File: config.mk
export PLATFORM = sky130hd
export DESIGN_NAME = wb_arbiter
export DESIGN_NICKNAME = d
export VERILOG_FILES = /design/src/rtl/cpu_pkg.sv /design/src/rtl/mux.sv /design/src/rtl/wb_arbiter.sv
export SDC_FILE = /design/constraint.sdc
export NUM_CORES = 1
export LEC_CHECK = 0
export CAP_MARGIN = 5
export CORE_MARGIN = 10
export CORE_UTILIZATION = 34
export DETAILED_ROUTE_END_ITERATION = 16
export PLACE_DENSITY = 0.9
export SETUP_SLACK_MARGIN = 0.4
export SYNTH_ARGS = -nofsm -noshare
export SYNTH_HDL_FRONTEND = slang
export SYNTH_SLANG_ARGS = --single-unit
File: constraint.sdc
create_clock -name clk -period 1.7 [get_ports clk]
set_input_delay 0.255 -clock clk [delete_from_list [all_inputs] [get_ports clk]]
set_output_delay 0.255 -clock clk [all_outputs]
set_load 0.03 [all_outputs]
File: src/rtl/cpu_pkg.sv
`default_nettype none
// +--------------------------------------------------------------------+
// | cpu_pkg : shared CPU widths and write-back arbiter state encoding   |
// | Revision: 1.0                                                       |
// +--------------------------------------------------------------------+
package cpu_pkg;

    localparam int C_WIDTH_DEFAULT = 32;
    localparam int C_ADDR_WIDTH    = $clog2(C_WIDTH_DEFAULT);
    localparam int C_CNT_WIDTH     = 4;

    typedef enum logic [0:0] {
        NORMAL   = 1'b0,
        FORCE_MC = 1'b1
    } wb_state_e;

endpackage : cpu_pkg
`default_nettype wire

File: src/rtl/mux.sv
`default_nettype none
// +--------------------------------------------------------------------+
// | mux : generic N-way, W-bit selector; input slot k chosen by sel = k |
// | Revision: 1.0                                                       |
// +--------------------------------------------------------------------+
module mux #(
    parameter int W = 32,
    parameter int N = 2,
    localparam int SEL_WIDTH = (N > 1) ? $clog2(N) : 1
) (
    input  logic [N-1:0][W-1:0]   data_in,
    input  logic [SEL_WIDTH-1:0]  sel,
    output logic [W-1:0]          data_out
);

    assign data_out = data_in[sel];

endmodule : mux
`default_nettype wire

File: src/rtl/wb_arbiter.sv
`default_nettype none
// +--------------------------------------------------------------------+
// | wb_arbiter : shares the register-file write port between pipeline   |
// | step 5 and a multi-cycle unit, with starvation-forced mc grants.    |
// | Revision: 1.0                                                       |
// +--------------------------------------------------------------------+
module wb_arbiter
    import cpu_pkg::*;
#(
    parameter int  WIDTH        = C_WIDTH_DEFAULT,
    parameter int  STARVE_LIMIT = 4,
    localparam int ADDR_WIDTH   = $clog2(WIDTH)
) (
    input  logic                  clk,
    input  logic                  rst,
    input  logic                  pipe_valid,
    input  logic                  pipe_is_load,
    input  logic [ADDR_WIDTH-1:0] pipe_rd,
    input  logic [WIDTH-1:0]      pipe_alu,
    input  logic [WIDTH-1:0]      pipe_mem,
    input  logic                  mc_valid,
    output logic                  mc_ready,
    input  logic [ADDR_WIDTH-1:0] mc_rd,
    input  logic [WIDTH-1:0]      mc_data,
    output logic                  stall_pipe,
    output logic                  control_mux_for_write_back,
    output logic                  rf_we,
    output logic [ADDR_WIDTH-1:0] rf_waddr,
    output logic [WIDTH-1:0]      rf_wdata
);

    localparam logic [C_CNT_WIDTH-1:0] C_LIMIT = C_CNT_WIDTH'(STARVE_LIMIT);

    generate
        if (STARVE_LIMIT < 1 || STARVE_LIMIT > 15) begin : g_limit_check
            $error("wb_arbiter: STARVE_LIMIT must be within 1..15");
        end
    endgenerate

    wb_state_e              r_state;
    wb_state_e              w_state_next;
    logic [C_CNT_WIDTH-1:0] r_cnt;
    logic [C_CNT_WIDTH-1:0] w_cnt_next;
    logic                   w_mc_ready;
    logic                   w_stall;
    logic                   w_mc_xfer;
    logic                   w_pipe_grant;
    logic [WIDTH-1:0]       w_pipe_data;

    assign control_mux_for_write_back = !pipe_is_load;

    mux #(
        .W (WIDTH),
        .N (2)
    ) u_pipe_mux (
        .data_in  ({pipe_alu, pipe_mem}),
        .sel      (control_mux_for_write_back),
        .data_out (w_pipe_data)
    );

    always_comb begin
        w_mc_ready   = 1'b0;
        w_stall      = 1'b0;
        w_state_next = r_state;
        w_cnt_next   = r_cnt;

        // Handshake outputs stay quiet while reset is asserted.
        if (rst) begin
            case (r_state)
                NORMAL:   w_mc_ready = !pipe_valid;
                FORCE_MC: begin
                    w_mc_ready = 1'b1;
                    w_stall    = 1'b1;
                end
                default:  w_mc_ready = 1'b0;
            endcase
        end

        w_mc_xfer    = mc_valid && w_mc_ready;
        w_pipe_grant = rst && pipe_valid && (r_state == NORMAL);

        if (!mc_valid || w_mc_xfer) begin
            w_cnt_next = '0;
        end else if (r_cnt < C_LIMIT) begin
            w_cnt_next = r_cnt + 1'b1;
        end

        // Force on the edge where the wait count reaches the limit, so the
        // mc unit loses exactly STARVE_LIMIT arbitrations before winning.
        case (r_state)
            NORMAL:   if (mc_valid && (w_cnt_next == C_LIMIT)) w_state_next = FORCE_MC;
            FORCE_MC: w_state_next = NORMAL;
            default:  w_state_next = NORMAL;
        endcase
    end

    assign mc_ready   = w_mc_ready;
    assign stall_pipe = w_stall;

    always_ff @(posedge clk) begin
        if (!rst) begin
            r_state  <= NORMAL;
            r_cnt    <= '0;
            rf_we    <= 1'b0;
            rf_waddr <= '0;
            rf_wdata <= '0;
        end else begin
            r_state <= w_state_next;
            r_cnt   <= w_cnt_next;
            if (w_pipe_grant) begin
                rf_we    <= (pipe_rd != '0);
                rf_waddr <= pipe_rd;
                rf_wdata <= w_pipe_data;
            end else if (w_mc_xfer) begin
                rf_we    <= (mc_rd != '0);
                rf_waddr <= mc_rd;
                rf_wdata <= mc_data;
            end else begin
                rf_we    <= 1'b0;
            end
        end
    end

endmodule : wb_arbiter
`default_nettype wire

Run 1, gate families picked out:
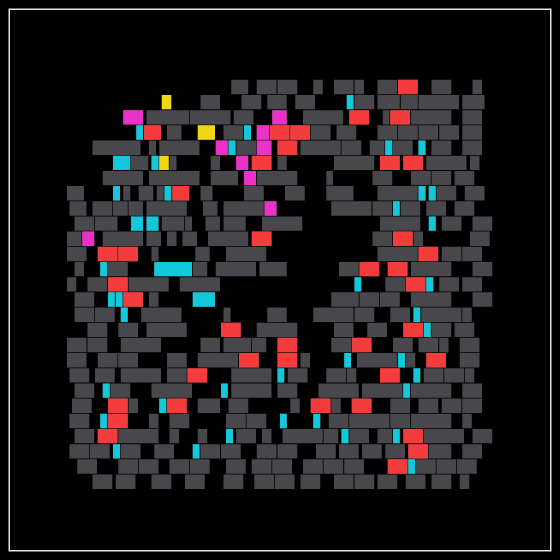
AND-OR and OR-AND gates -> red  # cells 39, most used a221o_1
NOR gates -> cyan  # cells 43, most used nor2_1
AND and OR gates -> magenta  # cells 9, most used and3_1, where top center
inverting AOI/OAI gates -> yellow  # cells 3

Run 1, met3 routing:
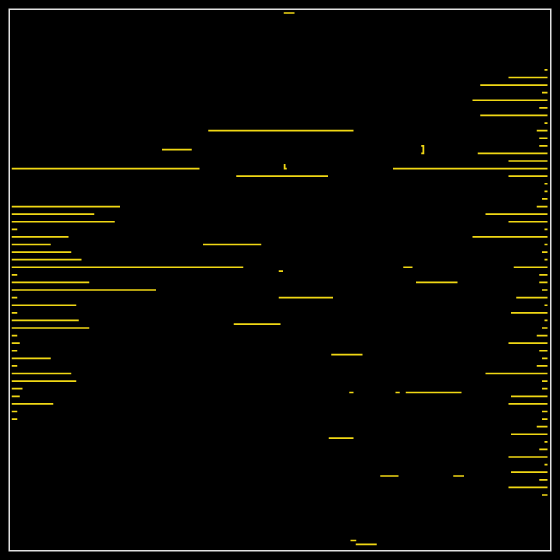
longest straight run = 41.2 um
share of all routed wire = 7.4%
main direction = horizontal
nets with wire on the layer = 99
total number of vias: 2267
grt met3 use: 6.104%
final WL: 8466 um

==> summary.txt, run 1 <==
status = completed
total CTS buffers = 5
hpwl dp = 7004 um
Fmax = 681.5 MHz
Tapcells = 72
Final ANT Viol Nets = 0
Place WS = -81.07 ps
global route overflow = 0
WHS Path Cells = 4
buffer share of cell area = 42.79%
Worst Hold End = r_cnt[2]$_SDFF_PN0_
Slew HR = 78.42%
combinational share of cell area = 28.54%
dominant logic cell types in the final layout = clkdlybuf4s50_1 (107), dfxtp_1 (41), nor2_1 (38), a221o_1 (37), mux2i_1 (32)
count of library flops with an enable pin = 0
most numerous logic cell after layout = clkdlybuf4s50_1
die area = 0.009362 mm^2
Seq share, synth = 42.97%
chip area in the Yosys report = 0.002003 mm^2
Top class by area = buffers
nonclk buf count = 168
critical path arrival = 1660 ps
CP startpoint = r_cnt[0]$_SDFF_PN0_
Tcrit/Tclk final = 86.32%
clk root buf = clkbuf_8
slowest cell delay on critical path = 510 ps
CTS tree = yes
Starting DRT DRC Count = 75
ys async rst share = 0%
final hold violations = 0
GPL Wtd Cong = 0.7862
Metal-1 WL = 3411 um
Final Max Slew Viols = 0
nets = 468
average wire per standard cell = 19.73 um
core area = 0.005608 mm^2
CP Cell Sequence = ha_4 -> or4b_1 -> o31a_1 -> nor4_1
FP Util = 35.72%
Buf/Inv on CP = 0
PwrDens = 681.8 mW/mm^2
Crit. End Element = register
DRT Pass-1 Iters = 4
FA/HA/MAJ Cells, Area Fraction = 0.6246%
crit path max fanout = 4
ao+oa area frac = 20.30%
list of most frequent post-synthesis cells = dfxtp_1 (43), nor2_1 (38), a221o_1 (37), mux2i_1 (32), buf_2 (11)
Final Power = 0.002502 W
crit path to = r_state$_SDFF_PP0_
hold_sp = pipe_valid
Ports = 152
Top logic family = AND-OR/OR-AND gates
post-synthesis simple-gate area fraction = 13.93%
Setup crit start kind = register
Antenna Cells = 0
area delta synth->final = 83.20%
class of the worst hold path = in2reg
Rows = 27
ys flop type = dfxtp_1
clk sinks = 43
Max Cap Viol = 0
PortBufs = 151
Netlist Area Pre-Place = 0.002003 mm^2
kind of critical path = reg2reg
R2R Path Start = r_cnt[0]$_SDFF_PN0_
Critical Path RT = 1900 ps
Post-synth regs = 43
clk_skew = 3.297 ps
Peak supply drop = 0.2855 mV
syn nets = 308
Inverters = 4
total setup buffers inserted after CTS = 2
first-pass GRT wire length = 13260 um
Syn. warnings = 0
metal3 WL = 629 um
actual transition at the worst max-transition pin = 325.0 ps
yosys stat cell total = 196
most numerous cell in the Yosys netlist = dfxtp_1
Area leader share = 42.97%
flop-to-flop setup slack = 230 ps
PostCTS Resize Cnt = 78
Run 1, congestion heat map:
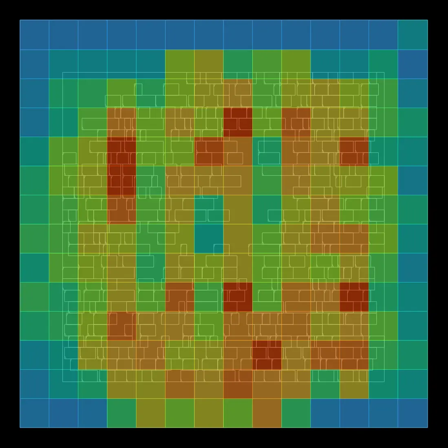
GRT Overall Usage: 17.01%
GR peak layer: met2
met2 usage: 29.70%
GR Util met1: 19.18%

## run 1: stage by stage
step	instance area, um^2	TNS, ps	util (%)
2_1_floorplan	2018	0	-
3_3_place_gp	3672	-974.5	65.48
3_5_place_dp	3672	-1977	65.48
4_1_cts	3772	0	67.27
5_1_grt	3670	0	65.44
6_report	3670	0	65.44
## run 1: state kept, by name, summed over array words and instances (netlist names)
name      flops
rf_waddr      5
rf_wdata     32
rf_we         1
r_cnt         4
r_state       1
## run 1: report_power, final
part | internal [W] | switching, W | total [W]
Sequential | 0.00108 | 0.0000429 | 0.00112
Clock | 0.000288 | 0.000326 | 0.000615
Combinational | 0.000416 | 0.000349 | 0.000765
Total | 0.00178 | 0.000718 | 0.00250
==> run 2, diff against run 1 <==
CTS_CLUSTER_DIAMETER = 60   (was default)
GPL_TIMING_DRIVEN = 0   (was default)
Run 2, met2 routing:
The bar under the picture is 20 um long.
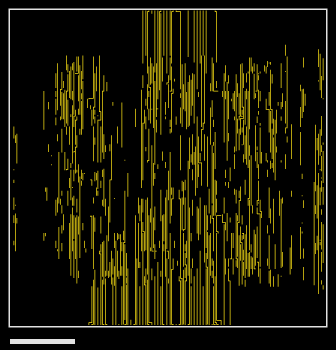
nets with wire on the layer = 452
main direction = vertical
wire length on this layer = 4730 um

==> run 2 against run 1 <==
Flip-flop count unchanged. Sequential power about the same. Sequential share of layout area decreased by 2.0 points. Global-route usage increased by 1.1 points. Area after synthesis unchanged. Count of clock-buffer cells in the layout decreased by 1. Core utilization increased by 6.5 points. Cell count increased by 4.9%. Critical path type unchanged.
==> summary.txt, run 2 <==
Final Power = 0.002612 W (was 0.002502 W)
kind of critical path = reg2reg (unchanged)
most numerous logic cell after layout = clkdlybuf4s50_1 (unchanged)
combinational share of cell area = 27.23% (was 28.54%)
PortBufs = 150 (was 151)
Final ANT Viol Nets = 0 (unchanged)
Seq share, synth = 42.97% (unchanged)
hpwl dp = 6841 um (was 7004 um)
most numerous cell in the Yosys netlist = dfxtp_1 (unchanged)
Antenna Cells = 0 (unchanged)
GR peak layer = met2 (unchanged)
nets = 489 (was 468)
FA/HA/MAJ Cells, Area Fraction = 0.6246% (unchanged)
die area = 0.009362 mm^2 (unchanged)
hold_sp = pipe_valid (unchanged)
Rows = 27 (unchanged)
power in combinational cells = 0.000848 W (was 0.000765 W)
nonclk buf count = 189 (was 168)
ys async rst share = 0% (unchanged)
average wire per standard cell = 20.16 um (was 19.73 um)
CP startpoint = r_state$_SDFF_PP0_ (was r_cnt[0]$_SDFF_PN0_)
CP Cell Sequence = nor2b_4 -> buf_6 -> nor3b_4 -> buf_12 -> buf_12 -> buf_16 -> a221o_1 (was ha_4 -> or4b_1 -> o31a_1 -> nor4_1)
Top logic family = AND-OR/OR-AND gates (unchanged)
max reg flops = 32 (unchanged)
register with the most flip-flops = rf_wdata (unchanged)
PwrDens = 647.5 mW/mm^2 (was 681.8 mW/mm^2)
FP Util = 35.72% (unchanged)
yosys stat cell total = 196 (unchanged)
crit path max fanout = 7 (was 4)
top power group = registers (unchanged)
Comb power frac = 32.5% (was 30.6%)
core area = 0.005608 mm^2 (unchanged)
Power Clock = 0.000646 W (was 0.000615 W)
status = completed (unchanged)
setup_tns = 0 ps (unchanged)
Tapcells = 72 (unchanged)
Top Registers = rf_wdata x32, rf_waddr x5, r_cnt x4 (unchanged)
GRT Overall Usage = 18.07% (was 17.01%)
grt met3 use = 6.246% (was 6.104%)
Peak supply drop = 0.3728 mV (was 0.2855 mV)
final WL = 9070 um (was 8466 um)
met2 usage = 32.11% (was 29.70%)
chip area in the Yosys report = 0.002003 mm^2 (unchanged)
power share of the clock group = 24.7% (was 24.6%)
Metal-1 WL = 3579 um (was 3411 um)
ao+oa area frac = 20.30% (unchanged)
## run 2: cell count changes in the layout (fill, tap and decap cells not counted), sizes merged
cell	previous run	this run
clkdlybuf4s15	14	10
dlygate4sd2	4	5
clkinvlp	0	1
clkbuf	30	34
buf	20	40
clkdlybuf4s50	107	106
## run 2: per-stage QoR
step | cells | area, um^2 | hold WS, ps
2_1_floorplan | 196 | 2018 | 367.2
3_3_place_gp | 418 | 3610 | 467.3
3_5_place_dp | 418 | 3610 | 470.8
4_1_cts | 445 | 4029 | 349.1
5_1_grt | 450 | 4034 | 371.8
6_report | 450 | 4034 | 363.6
## run 2: repair_timing
item / CTS / global route
setup endpoints to repair: 80 / 67
hold buffers: 0 / 0
pin swaps: 34 / 3
hold endpoints to repair: 0 / 0
setup buffers: 15 / 4
cloned: 4 / 1
gates resized: 132 / 49
Power and IR drop assume default switching activity.
